--- src/rtl/rgb_fader_if.sv ---
// rgb_fader_if: colour-select control and RGB/status bundle for rgb_fader (enable/colour/fade in, rgb/busy/done out)
interface rgb_fader_if #(parameter int CH_W = 8);
  logic              enable;
  logic [2:0]        colour;
  logic              fade;
  logic [3*CH_W-1:0] rgb;
  logic              busy;
  logic              done;
  modport master (output enable, colour, fade, input rgb, busy, done);
  modport slave  (input enable, colour, fade, output rgb, busy, done);
endinterface

--- src/rtl/rgb_fader.sv ---
// rgb_fader: 3-bit colour index to packed {R,G,B}, snapping or ramping by STEP every DIV cycles (ports: clk, rst, bus)
module rgb_fader #(
  parameter int CH_W = 8,
  parameter int STEP = 16,
  parameter int DIV  = 4
) (
  input logic       clk,
  input logic       rst,
  rgb_fader_if.slave bus
);
  localparam int W  = 3 * CH_W;
  localparam int PW = DIV > 1 ? $clog2(DIV) : 1;
  localparam logic [CH_W-1:0] STEP_V = CH_W'(STEP);
  typedef enum logic {IDLE, RAMP} state_t;
  state_t state_q, state_d;
  logic [PW-1:0] pre_q, pre_d;
  logic [W-1:0] tgt_q, tgt_d, rgb_q, rgb_d, dec, stepped;
  logic busy_q, busy_d, done_q, done_d, load, tick, settled;
  assign dec     = {{CH_W{bus.colour[2]}}, {CH_W{bus.colour[1]}}, {CH_W{bus.colour[0]}}};
  assign load    = bus.enable && dec != tgt_q;
  assign tick    = pre_q == PW'(DIV - 1);
  assign settled = stepped == tgt_q;
  // Each channel closes on its target by at most STEP; the distance test keeps the sum in range
  for (genvar c = 0; c < 3; c++) begin : g_ch
    logic [CH_W-1:0] cur, tgt;
    assign cur = rgb_q[c*CH_W +: CH_W];
    assign tgt = tgt_q[c*CH_W +: CH_W];
    assign stepped[c*CH_W +: CH_W] = cur < tgt ? (tgt - cur > STEP_V ? cur + STEP_V : tgt)
                                               : (cur - tgt > STEP_V ? cur - STEP_V : tgt);
  end
  always_ff @(posedge clk or posedge rst)
    if (rst) begin
      state_q <= IDLE;
      pre_q   <= '0;
      tgt_q   <= '0;
      rgb_q   <= '0;
      busy_q  <= 1'b0;
      done_q  <= 1'b0;
    end else begin
      state_q <= state_d;
      pre_q   <= pre_d;
      tgt_q   <= tgt_d;
      rgb_q   <= rgb_d;
      busy_q  <= busy_d;
      done_q  <= done_d;
    end
  always_comb begin
    state_d = state_q;
    if (bus.enable)
      state_d = state_q == IDLE ? (load && bus.fade ? RAMP : IDLE)
              : (!bus.fade || (!load && tick && settled)) ? IDLE : RAMP;
  end
  always_comb begin
    pre_d  = pre_q;
    tgt_d  = tgt_q;
    rgb_d  = rgb_q;
    busy_d = busy_q;
    done_d = 1'b0;
    if (bus.enable) begin
      if (state_q == IDLE) begin
        if (load) begin
          tgt_d  = dec;
          pre_d  = '0;
          busy_d = bus.fade;
          done_d = !bus.fade;
          rgb_d  = bus.fade ? rgb_q : dec;
        end
      end else if (!bus.fade) begin
        tgt_d  = load ? dec : tgt_q;
        rgb_d  = load ? dec : tgt_q;
        busy_d = 1'b0;
        done_d = 1'b1;
      end else if (load) begin
        tgt_d = dec;
        pre_d = '0;
      end else if (tick) begin
        pre_d  = '0;
        rgb_d  = stepped;
        busy_d = !settled;
        done_d = settled;
      end else begin
        pre_d = pre_q + PW'(1);
      end
    end
  end
  assign bus.rgb  = rgb_q;
  assign bus.busy = busy_q;
  assign bus.done = done_q;
endmodule

--- src/flat_wrapper.sv ---
// flat-port wrapper written by rule: the top's interface ports become plain ports
module rgb_fader_flat 
#(
  parameter int CH_W = 8,
  parameter int STEP = 16,
  parameter int DIV  = 4
)
  (clk, rst, bus_enable, bus_colour, bus_fade, bus_rgb, bus_busy, bus_done);
  rgb_fader_if #(.CH_W(CH_W)) bus_i ();
  input logic clk;
  input logic rst;
  input wire logic [$bits(bus_i.enable)-1:0] bus_enable;
  input wire logic [$bits(bus_i.colour)-1:0] bus_colour;
  input wire logic [$bits(bus_i.fade)-1:0] bus_fade;
  output wire logic [$bits(bus_i.rgb)-1:0] bus_rgb;
  output wire logic [$bits(bus_i.busy)-1:0] bus_busy;
  output wire logic [$bits(bus_i.done)-1:0] bus_done;
  assign bus_i.enable = bus_enable;
  assign bus_i.colour = bus_colour;
  assign bus_i.fade = bus_fade;
  assign bus_rgb = bus_i.rgb;
  assign bus_busy = bus_i.busy;
  assign bus_done = bus_i.done;
  rgb_fader #(.CH_W(CH_W), .STEP(STEP), .DIV(DIV)) u_core (.clk(clk), .rst(rst), .bus(bus_i));
endmodule
--- config.mk ---
export PLATFORM = sky130hd
export DESIGN_NAME = rgb_fader_flat
export DESIGN_NICKNAME = d
export VERILOG_FILES = /design/src/rtl/rgb_fader_if.sv /design/src/rtl/rgb_fader.sv /design/src/flat_wrapper.sv
export SDC_FILE = /design/constraint.sdc
export NUM_CORES = 1
export LEC_CHECK = 0
export CAP_MARGIN = 5
export CORE_MARGIN = 5
export CORE_UTILIZATION = 61
export CTS_CLUSTER_SIZE = 12
export DETAILED_ROUTE_END_ITERATION = 6
export GPL_TIMING_DRIVEN = 0
export PLACE_DENSITY_LB_ADDON = 0.08
export REMOVE_ABC_BUFFERS = 1
export SETUP_SLACK_MARGIN = 0.5
export SLEW_MARGIN = 25
export SYNTH_ARGS = -nofsm -noshare
export SYNTH_HDL_FRONTEND = slang
export SYNTH_SLANG_ARGS = --single-unit
--- constraint.sdc ---
create_clock -name clk -period 4.75 [get_ports clk]
set_input_delay 0.95 -clock clk [delete_from_list [all_inputs] [get_ports clk]]
set_output_delay 0.95 -clock clk [all_outputs]
set_load 0.03 [all_outputs]
==> notes.md, run 1 <==
Notes on the physical implementation.

- By instance count after routing, the leading logic cell types are 62 x sky130_fd_sc_hd__inv_1, 51 x sky130_fd_sc_hd__a21oi_1, 51 x sky130_fd_sc_hd__dfrtp_1, 50 x sky130_fd_sc_hd__ha_1, 46 x sky130_fd_sc_hd__nor2_1.
- The number of detailed-route iterations in the first pass is 5, for reference.
- The count of fill cells added during filler insertion is 730, for reference.
- The half-perimeter wire length of the detailed placement result is around 9900 µm, for reference.
- Routed signal wires occupy layers up through met4.
- The clock network fraction of design power is 0.124, for reference.
- The buffer-and-inverter tally for the worst setup path is 2, for reference.
- The adder and majority gate portion of the synthesized area is 0.135, for reference.
- The total overflow left after global routing is 0.
- The fraction of final cell area spent on clock buffers and inverters in this run is 0.0204.
- At the worst endpoint, the required time is ~4.9 ns.
- The routed design could run at a clock period as short as 4.15 ns.
- The number of I/O pins is 33, for reference.
- Overall routing resource usage recorded by global route was 0.250.
- The final hold slack is between 0.5 and 0.6 ns, for reference.
- The XOR/XNOR share of the synthesized area is 0.0811, for reference.
- The critical-path cell with the highest stage delay is sky130_fd_sc_hd__or4_4, for reference.
- The violation tally recorded at the end of detailed-routing iteration 0 is approximately 420.
- The cell sequence reported for the critical path is inv_1, ha_1, inv_1, fa_1, xor2_2, or4b_1, o2111ai_1, nand2_1, or4_4, o211ai_4, a31oi_1, or4_4, nor4_2, o221ai_1.
- The final worst-path cycle share is 0.874, for reference.
- The later pin in the worst-skew pair is clocked with a latency of between 0.3 and 0.4 ns.
- The endpoint type of the worst setup path is a register, for reference.
- Summing all flip-flop and latch instances after layout gives 0.00133 mm².
- The worst endpoint data arrival time is 4.31 ns, for reference.
- The setup slack of the worst register-to-register path is approximately 0.60 ns, for reference.
- Per the run summary, max-cap violations total 0.
- The design draws 2.63 mW.
- The routing usage on met1 is 0.346, for reference.
- The final tally of hold violations is 0, for reference.
- The number of warnings in the stage logs is approximately 50, for reference.
- The number of pins exceeding their max-slew limit in the final report is 0, for reference.
- Setup repair after global routing could not meet its margin everywhere.
- After detailed routing, the number of remaining DRC violations is 0.
- The startpoint of the worst-slack reg-to-reg timing path is u_core.tgt_q[8]$_DFFE_PP0P_, for reference.
- The most critical setup path has its startpoint at u_core.tgt_q[8]$_DFFE_PP0P_.
- The area fraction of the largest cell type after synthesis is 0.251.
- After routing, the total negative slack on setup checks comes to 0 ns.
- The total number of clock tree sinks is about 53, for reference.
- The setup violation total in the final timing report is 0, for reference.
- For this run, the slowest stage of the critical path takes ~0.58 ns.
- The initialized floorplan defines 34 standard-cell rows.
- The net switching fraction of the power is 0.480, for reference.
- The share of total power dissipated in sequential elements is 0.249.
- The antenna diode count is 0, for reference.
- The most common library cell in the layout ignoring fill and taps is sky130_fd_sc_hd__inv_1, for reference.
- The run finished with clean final reports.
- The power report lists the combinational group at 1.65 mW.
- The count of cells along the worst hold path is 1, for reference.
- Counting the clock-network buffers in the layout gives 5.
- Among cell families on the critical path, the largest total delay comes from simple AND/OR/NAND/NOR gates.
- For reference, the mux area share after synthesis is 0.0135.
- Per the timing report, the most critical flop-to-flop path finishes at u_core.state_q$_DFFE_PP0P_.
- The clock slew at the register clock pins of the worst setup and hold paths is 0.11 ns, for reference.
- Total power normalized to cell area comes to approximately 450 mW/mm².
- The slew of the pin with the lowest slew margin is roughly 0.92 ns, for reference.
- Across the routed clock network, the largest skew measured is 0.0107 ns.
- For reference, the most critical setup path is categorized as register to register.
- The placeable core area is about 0.0086 mm², for reference.
- For this design, Yosys synthesis ends with a cell count of about 640.
- The post-CTS setup buffer count is 2, for reference.
- The internal portion of the total power is roughly 1.4 mW.
- After synthesis the cells add up to about 0.0053 mm².
- The antenna violation net count after detailed routing is 0, for reference.
- The largest part of the power goes to combinational logic.
- The area of the chip is 0.0106 mm², for reference.
- The most numerous cell in the Yosys netlist is sky130_fd_sc_hd__inv_1, for reference.
- The worst setup path is launched from a register.
- According to the hold report, the worst path is of the register to register type.
- The headroom to the max-slew limit is 0.379, for reference.
- TritonCTS created 5 clock buffers.
- The total number of sequential cells is roughly 53, for reference.
- The finished cells cover 0.00583 mm².
- Of the total power, combinational logic draws 0.627.
- The share of async-settable or async-resettable flops after synthesis is 1.00, for reference.
- Sorting the synthesized cells by how often they occur yields 63 x sky130_fd_sc_hd__inv_1, 53 x sky130_fd_sc_hd__dfrtp_1, 52 x sky130_fd_sc_hd__ha_1, 51 x sky130_fd_sc_hd__a21oi_1, 46 x sky130_fd_sc_hd__nor2_1.
- The via count of the first global-routing pass is between 4000 and 5000, for reference.
- In this run, the synthesized area fraction spent on AND-OR/OR-AND gates is recorded as 0.276.
- CTS placed an instance of sky130_fd_sc_hd__clkbuf_8 at the clock tree root.
-- run 1: how the worst max path moves through the flow --
stage	end	slack [ns]	cells past startpoint
final	u_core.state_q$_DFFE_PP0P_	0.60	14
after global routing	u_core.state_q$_DFFE_PP0P_	0.48	14
after CTS	u_core.state_q$_DFFE_PP0P_	0.51	14
after detailed placement	u_core.bus.rgb[9]$_DFFE_PP0P_	0.02	10
after global placement	u_core.bus.rgb[11]$_DFFE_PP0P_	0.09	10
after floorplan	u_core.state_q$_DFFE_PP0P_	0.83	13
-- run 1: per-stage QoR --
step / setup slack [ns] / std cells
final: 0.601 / 766
after CTS: 0.510 / 763
after global placement: 0.0930 / 753
after floorplan: 0.829 / 613
after global routing: 0.477 / 766
after detailed placement: 0.0156 / 753
**Run 1: routing congestion**

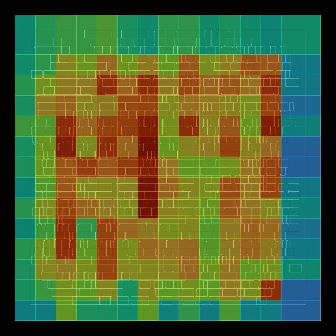
mean routed wirelength per cell: 17.0 µm
gr busiest metal: met2
global-route track usage on met2: 0.415
met3 GRT Util: 0.0311

**Run 1: sequential cells grouped by signal name**

Drawn at 4 px/µm. Other sequential cells in the stronger gray, the rest of the logic in the fainter gray.
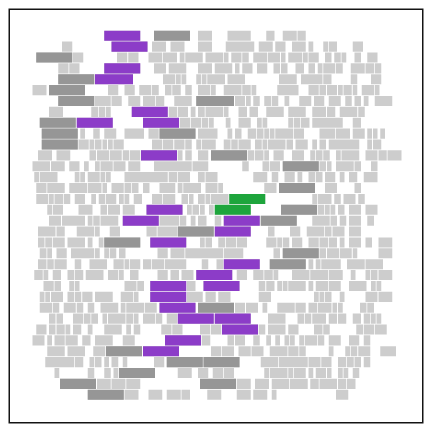
Key: green = `u_core.pre_q` [placed flops 2]; purple = `u_core.tgt_q` [placed flops 24]

**Run 1: met2 routing**

Drawn at 4 px/µm.
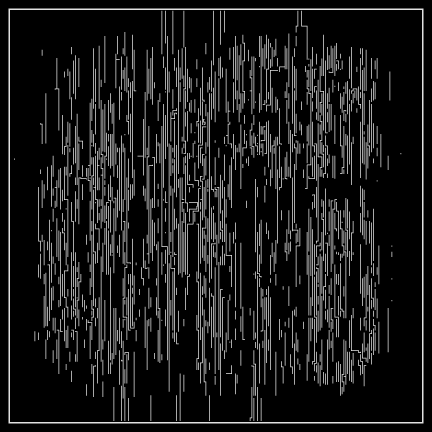
608 nets have wire on it. The longest straight run is 47.3 µm. The layer holds 48% of the routed length. The wires run mostly vertical. The layer carries 6230 µm of wire.
final WL: 13000 µm
overall via count from detail_route: 4811

==> run 2, diff against run 1 <==
- CAP_MARGIN: 5 -> default
**Run 2: met2 routing**

Drawn at 4 px/µm.
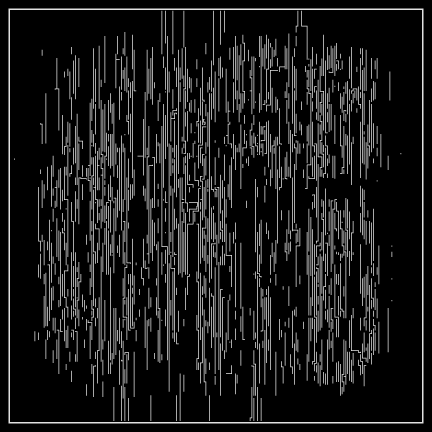
The longest straight run is 47.3 µm. The layer holds 48% of the routed length.

==> notes.md, run 2 <==
Notes on the physical implementation.

- The proportion of power drawn by combinational gates is 0.627 (about the same), for reference.
- Grouping stages by cell kind, the critical path spends the most delay in simple AND/OR/NAND/NOR gates.
- The number of pins exceeding their max-slew limit in the final report is 0 (unchanged), for reference.
- The number of detailed-route iterations in the first pass came to 5 (unchanged).
- The worst endpoint data arrival time is 4.31 ns (about the same), for reference.
- The number of warnings in the stage logs is 50 (unchanged), for reference.
- The met3 track demand over resource in global routing is 0.0311 (unchanged), for reference.
- The origin of the worst setup path is u_core.tgt_q[8]$_DFFE_PP0P_, for reference.
- The buffer-and-inverter tally for the worst setup path came to 2 (unchanged).
- The XOR/XNOR share of the synthesized area is 0.0811 (unchanged), for reference.
- The cell total after placement came to 753 (unchanged).
- The violation count after the first detailed-route iteration is 423 (unchanged).
- The class of the tightest hold or removal check is register to register, for reference.
- The adder and majority gate portion of the synthesized area is 0.135 (unchanged), for reference.
- The final worst-path cycle share is 0.874 (unchanged), for reference.
- The setup violation total in the final timing report is 0 (unchanged), for reference.
- The share of async-settable or async-resettable flops after synthesis was 1.00 (unchanged).
- By count the netlist is led by 63 x sky130_fd_sc_hd__inv_1, 53 x sky130_fd_sc_hd__dfrtp_1, 52 x sky130_fd_sc_hd__ha_1, 51 x sky130_fd_sc_hd__a21oi_1, 46 x sky130_fd_sc_hd__nor2_1.
- The worst setup path endpoint is u_core.state_q$_DFFE_PP0P_, for reference.
- The non-filler instance count after layout is 766 (unchanged), for reference.
- The setup slack of the worst register-to-register path came to 0.60 ns (about the same).
- In the post-synthesis netlist, the cell with the most instances is sky130_fd_sc_hd__inv_1.
- The sequential share of power is 0.249 (about the same), for reference.
- Walking the worst path, the cells encountered are inv_1, ha_1, inv_1, fa_1, xor2_2, or4b_1, o2111ai_1, nand2_1, or4_4, o211ai_4, a31oi_1, or4_4, nor4_2, o221ai_1.
- Per the GRT log, the top usage layer is met2.
- On the critical path, the stage with the largest delay is an instance of sky130_fd_sc_hd__or4_4.
- Counting the warning lines in the Yosys log gives 0.
- The number of vias after detailed routing is 4811 (unchanged).
- The endpoint of the most critical register-to-register path is u_core.state_q$_DFFE_PP0P_, for reference.
- The clock slew at the register clock pins of the worst setup and hold paths is 0.11 ns (about the same), for reference.
- The antenna diode count is 0 (unchanged), for reference.
- The headroom to the max-slew limit is 0.379 (unchanged), for reference.
- The total power is 2.63 mW (unchanged), for reference.
- The antenna violation net count after detailed routing came to 0 (unchanged).
- The cell-internal power is 1.37 mW (unchanged), for reference.
- Setup repair after global routing could not meet its margin everywhere.
- The flow ran to the end, and the final reports show no timing, DRC or antenna violations.
- The total number of clock tree sinks came to 53 (unchanged).
- The routed length per placed instance is 17.0 µm (unchanged).
- The yosys stat cell total is 637 (unchanged), for reference.
- The kind of start point of the critical path is a register, for reference.
- The number of remaining DRC errors is 0 (unchanged), for reference.
- The top routing layer in use is met4, for reference.
- The kind of critical path is register to register, for reference.
- The final worst setup slack is 0.601 ns (unchanged), for reference.
- The worst-case setup slack after placement was 0.0156 ns (unchanged).
- The post-route clock skew is 0.0107 ns (unchanged).
- The worst path required time is 4.91 ns (about the same), for reference.
- Looking at the reg2reg group, the worst path starts from u_core.tgt_q[8]$_DFFE_PP0P_.
- The number of max-cap violations came to 0 (unchanged).
- The number of placement rows is 34 (unchanged), for reference.
- The final tally of hold violations is 0 (unchanged), for reference.
- The post-route minimum period is 4.15 ns (unchanged), for reference.
- The slew of the pin with the lowest slew margin came to 0.920 ns (unchanged).
- The global-route met2 utilization is 0.415 (unchanged), for reference.
- The net switching fraction of the power came to 0.480 (unchanged).
- The combinational power is 1.65 mW (about the same), for reference.
- The overflow left after global routing is 0 (unchanged), for reference.
- The clock network fraction of design power was 0.124 (about the same).
- The via count of the first global-routing pass came to 4616 (unchanged).
- The placeable core area is 0.00859 mm² (unchanged), for reference.
- The multiplexer share of the synthesized area is 0.0135 (unchanged), for reference.
- The endpoint type of the worst setup path is a register, for reference.
- The total clock buffers created by CTS is 5 (unchanged), for reference.
- The post-synth design cell area is 0.00528 mm² (unchanged), for reference.
- The number of I/O pins is 33 (unchanged), for reference.
- The count of cells along the worst hold path is 1 (unchanged), for reference.
- The total power divided by cell area came to 451 mW/mm² (unchanged).
- In the final routing, the length of wire on met1 measures between 5000 and 6000 µm.
- The total length of routed wires was 13000 µm (unchanged).
- The half-perimeter wire length of the detailed placement result is 9860 µm (unchanged), for reference.
- The area of the chip is 0.0106 mm² (unchanged), for reference.
- The critical path depth is 14 (unchanged).
- The worst stage delay on the critical path is 0.58 ns (about the same).
- The area share of the largest cell type after synthesis is 0.251 (unchanged), for reference.
**Run 2: routing congestion**

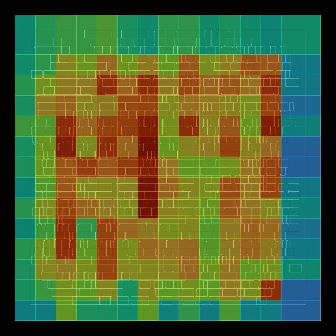
post-route core utilization: 0.678
total routing resource utilization after global routing: 0.250
met1 Usage GRT: 0.346

[run 2: per-stage QoR]
stage,instance area [µm²],hold WS (ns)
after floorplan,5150,0.500
after CTS,5760,0.571
final,5830,0.590
after detailed placement,5610,0.542
after global placement,5610,0.520
after global routing,5830,0.602
[run 2: what timing repair did]
item | CTS | global route
gates resized | 4 | 11
gates cloned | 0 | 0
setup endpoints to repair | 18 | 17
setup buffers | 2 | 3
hold buffers | 0 | 0
pin swaps | 2 | 4
[run 2: layout make-up]
type | count | area, µm²
multi-input combinational | 497 | 3650
fill | 730 | 2770
sequential | 53 | 1330
timing repair buffer | 37 | 358
inverter | 63 | 239
tap | 108 | 135
clock buffer | 5 | 68.8
clock inverter | 3 | 50.0
Power is estimated from default activity; no workload was simulated.
